File: src/rtl/i2c_rx_pkg.sv
// rtl/i2c_rx_pkg.sv - shared constants and FSM state type for the I2C read-data capture block
//
// Contents:
//   RX_DEPTH_DEFAULT : default RX FIFO depth in bytes (power of two)
//   BYTE_W           : width of one captured I2C data byte
//   rx_state_e       : capture FSM states
package i2c_rx_pkg;

    localparam int RX_DEPTH_DEFAULT = 8;
    localparam int BYTE_W           = 8;

    typedef enum logic [1:0] {
        ST_IDLE     = 2'd0,
        ST_SHIFT    = 2'd1,
        ST_PUSH     = 2'd2,
        ST_WAIT_LOW = 2'd3
    } rx_state_e;

endpackage

File: src/rtl/i2c_rx_capture_if.sv
// rtl/i2c_rx_capture_if.sv - register-side interface of the I2C read-data capture block
//
// Signals:
//   rd_en, clr_err           : pop request and sticky-flag clear (from register side)
//   rd_data                  : FIFO head byte, first-word fall-through
//   empty, full, count       : FIFO status / occupancy
//   byte_done                : one-cycle pulse per captured byte
//   overflow, frame_err      : sticky error flags
// Modports:
//   master : register side (drives rd_en/clr_err)
//   slave  : capture block
interface i2c_rx_capture_if
    import i2c_rx_pkg::*;
#(
    parameter int DEPTH = RX_DEPTH_DEFAULT
);

    logic                     rd_en;
    logic                     clr_err;
    logic [BYTE_W-1:0]        rd_data;
    logic                     empty;
    logic                     full;
    logic [$clog2(DEPTH):0]   count;
    logic                     byte_done;
    logic                     overflow;
    logic                     frame_err;

    modport master (
        output rd_en,
        output clr_err,
        input  rd_data,
        input  empty,
        input  full,
        input  count,
        input  byte_done,
        input  overflow,
        input  frame_err
    );

    modport slave (
        input  rd_en,
        input  clr_err,
        output rd_data,
        output empty,
        output full,
        output count,
        output byte_done,
        output overflow,
        output frame_err
    );

endinterface

File: src/rtl/i2c_rx_fifo.sv
// rtl/i2c_rx_fifo.sv - first-word fall-through byte FIFO for captured I2C read data
//
// Ports:
//   clk, rst   : clock and synchronous active-high reset
//   push       : write request, wdata is the byte to store
//   pop_req    : read request; ignored while empty
//   rdata      : mem[rd_ptr], valid whenever not empty
//   empty/full : occupancy is 0 / DEPTH
//   count      : occupancy
//   drop       : one-cycle pulse when a push was refused because the FIFO was full
module i2c_rx_fifo #(
    parameter int DEPTH = 8,
    parameter int WIDTH = 8
) (
    input  logic                   clk,
    input  logic                   rst,
    input  logic                   push,
    input  logic [WIDTH-1:0]       wdata,
    input  logic                   pop_req,
    output logic [WIDTH-1:0]       rdata,
    output logic                   empty,
    output logic                   full,
    output logic [$clog2(DEPTH):0] count,
    output logic                   drop
);

    localparam int AW = $clog2(DEPTH);
    localparam int CW = AW + 1;

    logic [WIDTH-1:0] mem_q [DEPTH];
    logic [AW-1:0]    wr_ptr_q, wr_ptr_d;
    logic [AW-1:0]    rd_ptr_q, rd_ptr_d;
    logic [CW-1:0]    count_q, count_d;
    logic             pop;
    logic             push_ok;

    always_comb begin
        empty   = (count_q == '0);
        full    = (count_q == CW'(DEPTH));
        pop     = pop_req && !empty;
        // A full FIFO still takes the byte when a pop frees a slot in the same cycle.
        push_ok = push && (!full || pop);
        drop    = push && !push_ok;

        wr_ptr_d = wr_ptr_q;
        rd_ptr_d = rd_ptr_q;
        if (push_ok) begin
            wr_ptr_d = wr_ptr_q + 1'b1;
        end
        if (pop) begin
            rd_ptr_d = rd_ptr_q + 1'b1;
        end
        count_d = count_q + CW'(push_ok) - CW'(pop);

        rdata = mem_q[rd_ptr_q];
        count = count_q;
    end

    always_ff @(posedge clk) begin
        if (rst) begin
            wr_ptr_q <= '0;
            rd_ptr_q <= '0;
            count_q  <= '0;
        end else begin
            wr_ptr_q <= wr_ptr_d;
            rd_ptr_q <= rd_ptr_d;
            count_q  <= count_d;
        end
    end

    // Storage needs no reset: content is only visible through a non-empty FIFO.
    always_ff @(posedge clk) begin
        if (push_ok) begin
            mem_q[wr_ptr_q] <= wdata;
        end
    end

endmodule

File: src/rtl/i2c_rx_capture.sv
// rtl/i2c_rx_capture.sv - captures I2C read-data bytes from SCL/SDA into an RX FIFO
//
// Ports:
//   core_clk  : system clock, rising edge
//   rst       : synchronous active-high reset
//   scl_in    : SCL line (asynchronous, synchronized here)
//   sda_in    : SDA line (asynchronous, synchronized here)
//   rx_enable : read-data-phase flag, high for the 8 data bits of a byte
//   reg_if    : register-side interface (FIFO read port, status, sticky errors)
module i2c_rx_capture
    import i2c_rx_pkg::*;
#(
    parameter int DEPTH       = RX_DEPTH_DEFAULT,
    parameter int SYNC_STAGES = 2
) (
    input  logic                core_clk,
    input  logic                rst,
    input  logic                scl_in,
    input  logic                sda_in,
    input  logic                rx_enable,
    i2c_rx_capture_if.slave     reg_if
);

    localparam int CNT_W = $clog2(BYTE_W) + 1;

    logic [SYNC_STAGES-1:0] scl_sync_q, scl_sync_d;
    logic [SYNC_STAGES-1:0] sda_sync_q, sda_sync_d;
    logic                   scl_prev_q, scl_prev_d;
    logic                   scl_s;
    logic                   sda_s;
    logic                   scl_rise;

    rx_state_e              state_q, state_d;
    logic [CNT_W-1:0]       bit_cnt_q, bit_cnt_d;
    logic [BYTE_W-1:0]      shreg_q, shreg_d;
    logic                   byte_done_q, byte_done_d;
    logic                   frame_err_q, frame_err_d;
    logic                   overflow_q, overflow_d;
    logic                   frame_set;
    logic                   fifo_drop;

    always_comb begin
        scl_sync_d = {scl_sync_q[SYNC_STAGES-2:0], scl_in};
        sda_sync_d = {sda_sync_q[SYNC_STAGES-2:0], sda_in};
        scl_s      = scl_sync_q[SYNC_STAGES-1];
        sda_s      = sda_sync_q[SYNC_STAGES-1];
        scl_prev_d = scl_s;
        scl_rise   = scl_s && !scl_prev_q;

        state_d   = state_q;
        bit_cnt_d = bit_cnt_q;
        shreg_d   = shreg_q;
        frame_set = 1'b0;

        case (state_q)
            ST_IDLE: begin
                if (rx_enable) begin
                    state_d   = ST_SHIFT;
                    bit_cnt_d = '0;
                end
            end
            ST_SHIFT: begin
                if (scl_rise) begin
                    shreg_d   = {shreg_q[BYTE_W-2:0], sda_s};
                    bit_cnt_d = bit_cnt_q + 1'b1;
                end
                // A completing 8th rise wins over rx_enable dropping in the same cycle;
                // otherwise an early drop abandons the partial byte.
                if (scl_rise && (bit_cnt_q == CNT_W'(BYTE_W - 1))) begin
                    state_d = ST_PUSH;
                end else if (!rx_enable) begin
                    state_d   = ST_IDLE;
                    frame_set = 1'b1;
                end
            end
            ST_PUSH: begin
                state_d = ST_WAIT_LOW;
            end
            ST_WAIT_LOW: begin
                // SCL rises here belong to the ACK bit and are not sampled.
                if (!rx_enable) begin
                    state_d = ST_IDLE;
                end
            end
            default: begin
                state_d = ST_IDLE;
            end
        endcase

        byte_done_d = (state_d == ST_PUSH);
        frame_err_d = frame_set || (frame_err_q && !reg_if.clr_err);
        overflow_d  = fifo_drop || (overflow_q && !reg_if.clr_err);
    end

    always_ff @(posedge core_clk) begin
        if (rst) begin
            scl_sync_q  <= '1;
            sda_sync_q  <= '1;
            scl_prev_q  <= 1'b1;
            state_q     <= ST_IDLE;
            bit_cnt_q   <= '0;
            shreg_q     <= '0;
            byte_done_q <= 1'b0;
            frame_err_q <= 1'b0;
            overflow_q  <= 1'b0;
        end else begin
            scl_sync_q  <= scl_sync_d;
            sda_sync_q  <= sda_sync_d;
            scl_prev_q  <= scl_prev_d;
            state_q     <= state_d;
            bit_cnt_q   <= bit_cnt_d;
            shreg_q     <= shreg_d;
            byte_done_q <= byte_done_d;
            frame_err_q <= frame_err_d;
            overflow_q  <= overflow_d;
        end
    end

    // byte_done_q is high exactly in the PUSH cycle, so it doubles as the FIFO write strobe.
    i2c_rx_fifo #(
        .DEPTH (DEPTH),
        .WIDTH (BYTE_W)
    ) u_fifo (
        .clk     (core_clk),
        .rst     (rst),
        .push    (byte_done_q),
        .wdata   (shreg_q),
        .pop_req (reg_if.rd_en),
        .rdata   (reg_if.rd_data),
        .empty   (reg_if.empty),
        .full    (reg_if.full),
        .count   (reg_if.count),
        .drop    (fifo_drop)
    );

    assign reg_if.byte_done = byte_done_q;
    assign reg_if.frame_err = frame_err_q;
    assign reg_if.overflow  = overflow_q;

endmodule
File: src/flat_wrapper.sv
// flat-port wrapper written by rule: the top's interface ports become plain ports
module i2c_rx_capture_flat import i2c_rx_pkg::*;
#(
    parameter int DEPTH       = RX_DEPTH_DEFAULT,
    parameter int SYNC_STAGES = 2
)
  (core_clk, rst, scl_in, sda_in, rx_enable, reg_if_rd_en, reg_if_clr_err, reg_if_rd_data, reg_if_empty, reg_if_full, reg_if_count, reg_if_byte_done, reg_if_overflow, reg_if_frame_err);
  i2c_rx_capture_if #(.DEPTH(DEPTH)) reg_if_i ();
  input  logic core_clk;
  input  logic rst;
  input  logic scl_in;
  input  logic sda_in;
  input  logic rx_enable;
  input wire logic [$bits(reg_if_i.rd_en)-1:0] reg_if_rd_en;
  input wire logic [$bits(reg_if_i.clr_err)-1:0] reg_if_clr_err;
  output wire logic [$bits(reg_if_i.rd_data)-1:0] reg_if_rd_data;
  output wire logic [$bits(reg_if_i.empty)-1:0] reg_if_empty;
  output wire logic [$bits(reg_if_i.full)-1:0] reg_if_full;
  output wire logic [$bits(reg_if_i.count)-1:0] reg_if_count;
  output wire logic [$bits(reg_if_i.byte_done)-1:0] reg_if_byte_done;
  output wire logic [$bits(reg_if_i.overflow)-1:0] reg_if_overflow;
  output wire logic [$bits(reg_if_i.frame_err)-1:0] reg_if_frame_err;
  assign reg_if_i.rd_en = reg_if_rd_en;
  assign reg_if_i.clr_err = reg_if_clr_err;
  assign reg_if_rd_data = reg_if_i.rd_data;
  assign reg_if_empty = reg_if_i.empty;
  assign reg_if_full = reg_if_i.full;
  assign reg_if_count = reg_if_i.count;
  assign reg_if_byte_done = reg_if_i.byte_done;
  assign reg_if_overflow = reg_if_i.overflow;
  assign reg_if_frame_err = reg_if_i.frame_err;
  i2c_rx_capture #(.DEPTH(DEPTH), .SYNC_STAGES(SYNC_STAGES)) u_core (.core_clk(core_clk), .rst(rst), .scl_in(scl_in), .sda_in(sda_in), .rx_enable(rx_enable), .reg_if(reg_if_i));
endmodule
File: config.mk
export PLATFORM = sky130hd
export DESIGN_NAME = i2c_rx_capture_flat
export DESIGN_NICKNAME = d
export VERILOG_FILES = /design/src/rtl/i2c_rx_pkg.sv /design/src/rtl/i2c_rx_capture_if.sv /design/src/rtl/i2c_rx_fifo.sv /design/src/rtl/i2c_rx_capture.sv /design/src/flat_wrapper.sv
export SDC_FILE = /design/constraint.sdc
export NUM_CORES = 1
export LEC_CHECK = 0
export CAP_MARGIN = 20
export CORE_AREA = 2 2 81 103
export CTS_CLUSTER_SIZE = 16
export DETAILED_ROUTE_END_ITERATION = 7
export DIE_AREA = 0 0 83 105
export HOLD_SLACK_MARGIN = 0.15
export PLACE_DENSITY_LB_ADDON = 0.12
export SETUP_SLACK_MARGIN = 0.5
export SYNTH_ARGS = -nofsm -noshare
export SYNTH_HDL_FRONTEND = slang
export SYNTH_SLANG_ARGS = --single-unit
File: constraint.sdc
create_clock -name core_clk -period 2.5 [get_ports core_clk]
set_clock_uncertainty 0.2 [all_clocks]
set_input_delay 0.625 -clock core_clk [delete_from_list [all_inputs] [get_ports core_clk]]
set_output_delay 0.625 -clock core_clk [all_outputs]
set_load 0.01 [all_outputs]
==> run summary, run 1 <==
flow finished, numbers: status complete, but fails checks, failing checks setup timing, crit path time final between 2 and 3 ns, fin worst setup slack -0.109 ns, root buffer cell clkbuf_8, worst r2r dst u_core.u_fifo.count[1], wire length on met3 about 260 µm, CP Class reg2out, Reg clk slew, reported paths 0.10 ns, Adder Area Share about 3.0%, XOR/XNOR share of the synthesized area less than 1%, gr busiest metal met2, vias in the first global route roughly 2.4k, non-clk buf share between 10% and 20%, mux share approximately 12%, # Cells Yosys around 270, fin util approximately 68%, Synth Warn # 0, # Taps around 95, main flop type edfxtp_1, Max-slew headroom a little under 60%, FILL cells between 500 and 600, post-CTS sizing 84, Pre-antenna DRT Iters 4, most frequent logic cell in the layout edfxtp_1, First DRT Iteration DRCs 139, area grow syn2layout 30.9%, Hold Path Class reg2reg, Internal Pwr Total slightly above 3000 µW, WL met2 4090 µm, Logic pwr share 31.5%, Power Density roughly 800 nW/µm², Post-DP HPWL approximately 4900 µm, post-synthesis simple-gate area fraction 10.9%, sequential power share a little over two fifths, Net Sw Frac 28.5%, flops out of synthesis between 90 and 100, Max clock buf depth 2, Antenna diodes 0, aoi share 4.92%, Top Layout Cells edfxtp_1, dfxtp_1, nand2_1, max_cap viols 0, Post-route DRC 0, CP max FO 8, largest net degree at the start of global routing 20, Final Hold Fails 0, r2r worst-path depth 10, FF/Latch Area about 2600 µm², Critical Path Sink reg_if_rd_data[7], Final setup viols 8, startpoint types flop, CTS tree done, drt via density about 5.6, FF-to-FF setup slack 0.11 ns, Critical Path AT 1.78 ns, net count after synthesis ~290, Setup crit end kind output port, # H-tree levels 3, Worst EP required about 1.7 ns, post-route ant nets 0, layout cells sized above 1 39.9%, Cells after Synth 274, Distinct cells, synth 41, multi-input gates 149, RSZ-0062 raised after global routing yes, fin cells approximately 430, tool warnings 30, non-clock buffer count between 60 and 70, Top non-seq family multiplexers, dpl cells roughly 400, antenna violations before repair 0, mean area per synthesized cell between 10 and 15 µm², row cnt 36, M1 GR Usage 21.0%, cts bufs inserted 9, Largest cell class registers, boundary pin count 24, worst flop-to-flop path startpoint u_core.u_fifo.count[2]
-- run 1: power groups by stage --
stage	Clock, µW	Combinational, µW	Sequential [µW]
3_3_place_gp	0	1040	1860
5_1_grt	1170	1430	1840
3_5_place_dp	0	1060	1860
2_1_floorplan	0	634	1880
4_1_cts	1110	1260	1830
6_report	1080	1340	1830
-- run 1: metrics by stage --
stage	TNS [ns]	hold slack [ns]	setup slack (ns)	cell area [µm²]	power [µW]
floorplan	0	0.189	0.231	4170	2510
global placement	-1.11	0.195	-0.0929	4740	2900
detailed placement	-3.77	0.199	-0.214	4740	2910
CTS	-1.09	0.222	-0.147	5130	4190
global route	-1.46	0.231	-0.193	5220	4450
finish	-0.834	0.218	-0.109	5220	4250
-- run 1: registers in the layout, indices dropped and copies added, names as in the netlist, named ones only --
register and cells:
u_core.reg_if.frame_err 1, u_core.state_q 2, u_core.shreg_q 8, u_core.bit_cnt_q 4
u_core.u_fifo.wr_ptr_q 3, u_core.u_fifo.count 4, u_core.scl_prev_q 1, u_core.sda_sync_q 2
u_core.reg_if.overflow 1, u_core.u_fifo.rd_ptr_q 3, u_core.scl_sync_q 2, u_core.reg_if.byte_done 1
u_core.u_fifo.mem_q 64
-- run 1: worst min path at each step --
| stage | start | endpoint | slack [ns] | depth (start not counted) |
|---|---|---|---|---|
| detailed placement | u_core.scl_sync_q[0] | u_core.scl_sync_q[1] | 0.20 | 1 |
| global placement | u_core.sda_sync_q[0] | u_core.sda_sync_q[1] | 0.20 | 1 |
| finish | u_core.scl_sync_q[0] | u_core.scl_sync_q[1] | 0.22 | 1 |
| global route | u_core.sda_sync_q[0] | u_core.sda_sync_q[1] | 0.23 | 1 |
| floorplan | u_core.scl_sync_q[0] | u_core.scl_sync_q[1] | 0.19 | 1 |
| CTS | u_core.sda_sync_q[0] | u_core.sda_sync_q[1] | 0.22 | 1 |
-- run 1: cell families after synthesis --
kind of cell    after synthesis
flops                        99
mux                          28
simple gates                 80
xor+xnor                      1
fa+ha+maj                     9
buf+inv                      26
compound gates               31
-- run 1: synthesized netlist by cell type, drive strengths merged, types with 2 or more instances --
cell / count / area, µm²
nand4bb: 2 / 22.5
o21ai: 5 / 25.0
nand2: 28 / 105
nand3: 5 / 25.0
o41ai: 3 / 26.3
nor2b: 4 / 25.0
buf: 5 / 36.3
a31o: 2 / 17.5
mux2i: 2 / 20.0
edfxtp: 64 / 1920
mux2: 10 / 113
nor4bb: 2 / 20.0
nor4: 4 / 25.0
inv: 11 / 41.3
nor3b: 2 / 15.0
or2: 5 / 31.3
or4b: 2 / 20.0
mux4: 16 / 360
nor3: 4 / 20.0
clkbuf: 10 / 37.5
nor2: 8 / 30.0
nand4: 2 / 12.5
nand3b: 3 / 22.5
a21oi: 14 / 70.1
o211ai: 2 / 15.0
ha: 8 / 100
or3: 3 / 18.8
dfxtp: 35 / 701
nand2b: 3 / 18.8
-- run 1: critical path, cell delays in order (launching register included) --
cell	delay (ns)
dfxtp_4	0.39
buf_12	0.14
mux4_2	0.49
mux2_4	0.28
buf_6	0.12
run_1/layer_met2.png
Scale: 4 px per µm. Cells faint in the background.
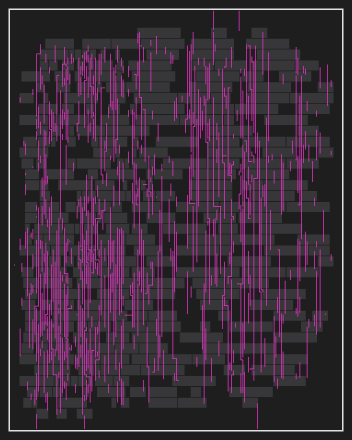
longest straight run = 49.3 µm
share of all routed wire = 54%
wire length on this layer = 4090 µm
nets with wire on the layer = 308
main direction = vertical
grt met2 use: 31.9%
final WL: 7530 µm
Vias: 2405

run_1/clk_routes.png
Scale: 6 px per µm.
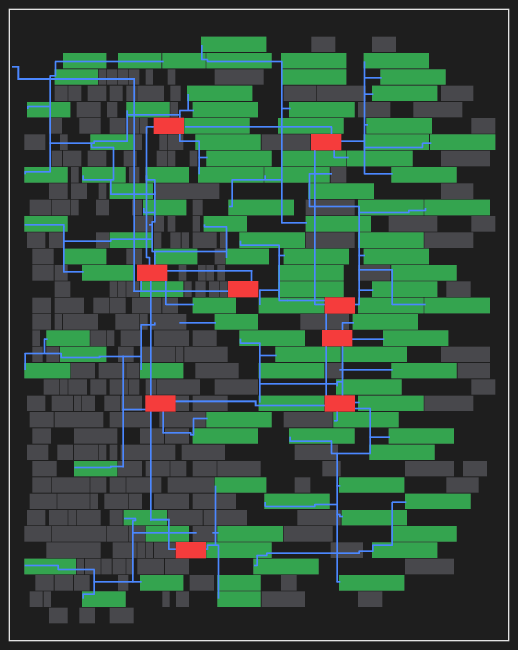
clock wires -> blue  # length 1040 µm
clock drivers -> red  # count 9
flip-flops -> green  # count 99
routed clock nets = 10
flops lie = widely spread
Clk Latency, worst-skew pair: 0.36 ns
Clk power: 1080 µW
Clk pwr share: 25.4%

run_1/clocks.png
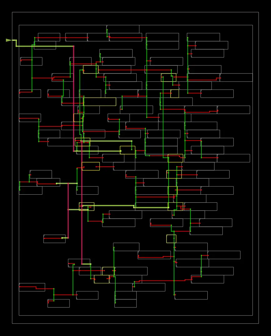
clkbuf count: 9
clk sink count: 99
flop count: 99

run_1/io_placement.png
Scale: 3 px per µm. Pins as bars across the die edge, other pins in gray.
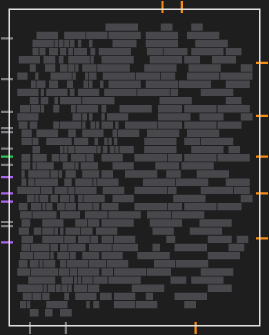
reg_if_overflow -> green  # pins 1, direction output, edge left
reg_if_count -> purple  # pins 4, direction output, edge left
reg_if_rd_data -> orange  # pins 8, direction output, edge 5 right, 2 top, 1 bottom
all pins by edge = 14 left, 5 right, 3 bottom, 2 top
Die H: 105 µm
IO Port Bufs: 23
Die Wd: 83 µm

==> inputs of run 2 (changes only) <==
- CORE_AREA: 2 2 81 103 -> 2 2 101 79
- DIE_AREA: 0 0 83 105 -> 0 0 103 81
- DONT_BUFFER_PORTS: not set -> 1
run_2/clk_routes.png
Scale: 6 px per µm.
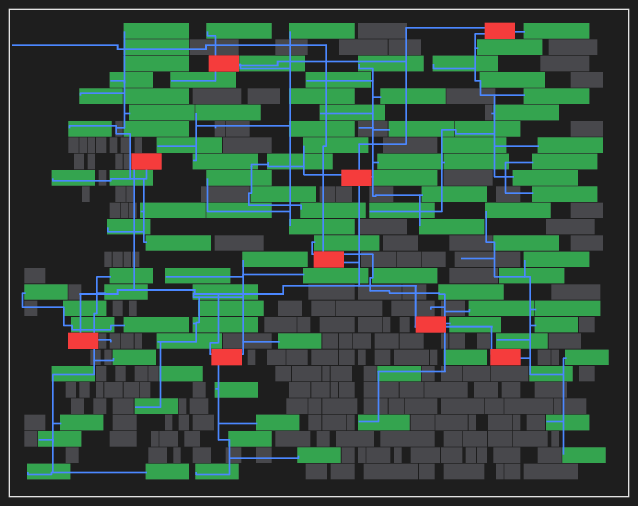
flip-flops -> green  # count 99
clock drivers -> red  # count 9
clock wires -> blue  # length 1130 µm
routed clock nets = 10

==> run 2 against run 1 <==
The run still ends with setup timing left. Register-to-register slack better by 0.07 ns. Global-route usage is 2.4 points higher. Die size is 4.3% lower.
==> run summary, run 2 <==
flow finished, numbers: CP Class reg2out (unchanged), tool warnings 30 (unchanged), Setup crit end kind output port (unchanged), # Cells Yosys 274 (unchanged), Post-route DRC 0 (unchanged), number of flip-flops in the largest register 64 (unchanged), Final Hold Fails 0 (unchanged), CP max FO 8 (unchanged), max_cap viols 0 (unchanged), drt via density 5.52 (was 5.55), Max-slew headroom 44.5% (was 57.7%), IO Port Bufs 0 (was 23), # H-tree levels 3 (unchanged), crit path time final 2.55 ns (was 2.61 ns), failing checks setup timing (unchanged), cts bufs inserted 9 (unchanged), fin worst setup slack -0.0455 ns (was -0.109 ns), Max clock buf depth 2 (unchanged), Worst EP required 1.67 ns (about the same), Distinct cells, synth 41 (unchanged), RSZ-0062 raised after global routing yes (unchanged), root buffer cell clkbuf_8 (unchanged), Top-area cell share 48.2% (unchanged), Synth Warn # 0 (unchanged), post-route ant nets 0 (unchanged), Top Layout Cells edfxtp_1, dfxtp_1, nand2_1 (unchanged), CP Buf/Inv Count 1 (was 2), Power Density 824 nW/µm² (was 814 nW/µm²), Die H 81 µm (was 105 µm), layout cells sized above 1 37.8% (was 39.9%), Largest regs u_core.u_fifo.mem_q (64), u_core.shreg_q (8) (unchanged), FILL cells 524 (was 530), Cell area leaders edfxtp_1, dfxtp_1, mux4_2 (unchanged), net count after synthesis 290 (unchanged), final WL 8080 µm (was 7530 µm), mean area per synthesized cell 14.6 µm² (unchanged), FF/Latch Area 2630 µm² (was 2640 µm²), largest net degree at the start of global routing 23 (was 20), First DRT Iteration DRCs 170 (was 139), status complete, but fails checks (unchanged), Pre-antenna DRT Iters 4 (unchanged), Post-synth top cells edfxtp_1, dfxtp_1, nand2_1, mux4_2, a21oi_1 (unchanged), most frequent logic cell in the layout edfxtp_1 (unchanged), Hold Path Class reg2reg (unchanged), most common cell in the synthesized netlist edfxtp_1 (unchanged), area grow syn2layout 25.4% (was 30.9%), dominant cell type by area after synthesis edfxtp_1 (unchanged), clk sink count 99 (unchanged), antenna violations before repair 0 (unchanged), Die Wd 103 µm (was 83 µm), Reg clk slew, reported paths 0.09 ns (was 0.10 ns), Antenna diodes 0 (unchanged), Top delay family on crit path multiplexers (unchanged), Cells after Synth 274 (unchanged), Critical Path AT 1.72 ns (was 1.78 ns), vias in the first global route 2179 (was 2429), dpl cells 378 (was 403), pre-CTS setup slack 0.229 ns (was -0.214 ns), most flop-heavy register u_core.u_fifo.mem_q (unchanged), startpoint types flop (unchanged), boundary pin count 24 (unchanged), Post-DP HPWL 4660 µm (was 4930 µm), fin cells 420 (was 433), total grt overflow 0 (unchanged), Final setup viols 8 (unchanged), main flop type edfxtp_1 (unchanged), Vias 2320 (was 2405), fin util 66.8% (was 67.8%), overall power 4120 µW (was 4250 µW), Max stage delay on crit path 0.49 ns (about the same)
run 2: logic make-up (layout without fill, tap and decap cells):
family / Yosys count / in the layout / synth area share, %
flops: 99 / 99 / 65.7
simple gates: 80 / 80 / 10.9
compound gates: 31 / 31 / 4.92
mux: 28 / 28 / 12.4
buf+inv: 26 / 67 / 2.88
fa+ha+maj: 9 / 9 / 3.01
xor+xnor: 1 / 1 / 0.219
run 2: final cells by class:
cell class / count / area share (%)
sequential: 99 / 52.6
timing repair buffer: 40 / 9.12
inverter: 11 / 1.02
tap: 105 / 2.62
clock buffer: 12 / 2.90
multi-input combinational: 149 / 30.7
clock inverter: 4 / 0.975
run 2: power by group:
part	switching [µW]	internal [µW]
sequential	95.6	1790
clock	526	491
combinational	539	685
total	1160	2960
run 2: path summary, 6_finish.rpt:
path | start | to | slack [ns] | depth (start not counted)
setup / recovery | flop | reg_if_rd_data[5] | -0.05 | 3
hold reg to reg | u_core.sda_sync_q[0] | u_core.sda_sync_q[1] | 0.21 | 1
setup reg to reg | u_core.u_fifo.count[2] | u_core.u_fifo.count[2] | 0.18 | 10
hold / removal | u_core.sda_sync_q[0] | u_core.sda_sync_q[1] | 0.21 | 1
run 2: worst reg2reg max path, stage by stage, from the launching register on:
cell and delay (ns):
dfxtp_4 0.40, inv_6 0.05, ha_4 0.15, nor3b_4 0.17
nor2b_2 0.18, mux2i_1 0.21, ha_2 0.23, inv_2 0.04
fa_2 0.32, xor2_1 0.15, nor2_1 0.07
run 2: routing by layer:
metal,vias up,track usage (%),wire length [µm]
met2,47,30.1,3990
li1,1108,-,-
met3,4,7.83,467
met1,1161,28.5,3590
met4,0,5.66,27
met5,-,0,0
run 2: metrics by stage:
step / setup TNS (ns) / area (µm²)
after floorplan: 0 / 4170
after global placement: 0 / 4320
after detailed placement: 0 / 4320
after CTS: -0.614 / 4840
after global routing: -0.832 / 5010
final: -0.303 / 5010
run 2: repair_timing:
| item | in CTS | in global routing |
|---|---|---|
| gates resized | 36 | 20 |
| pin swaps | 15 | 15 |
| setup buffers | 14 | 7 |
| setup endpoints to repair | 77 | 79 |
| hold buffers | 4 | 0 |
| cloned | 0 | 1 |
| hold endpoints to repair | 23 | 0 |
Power and IR drop assume default switching activity.
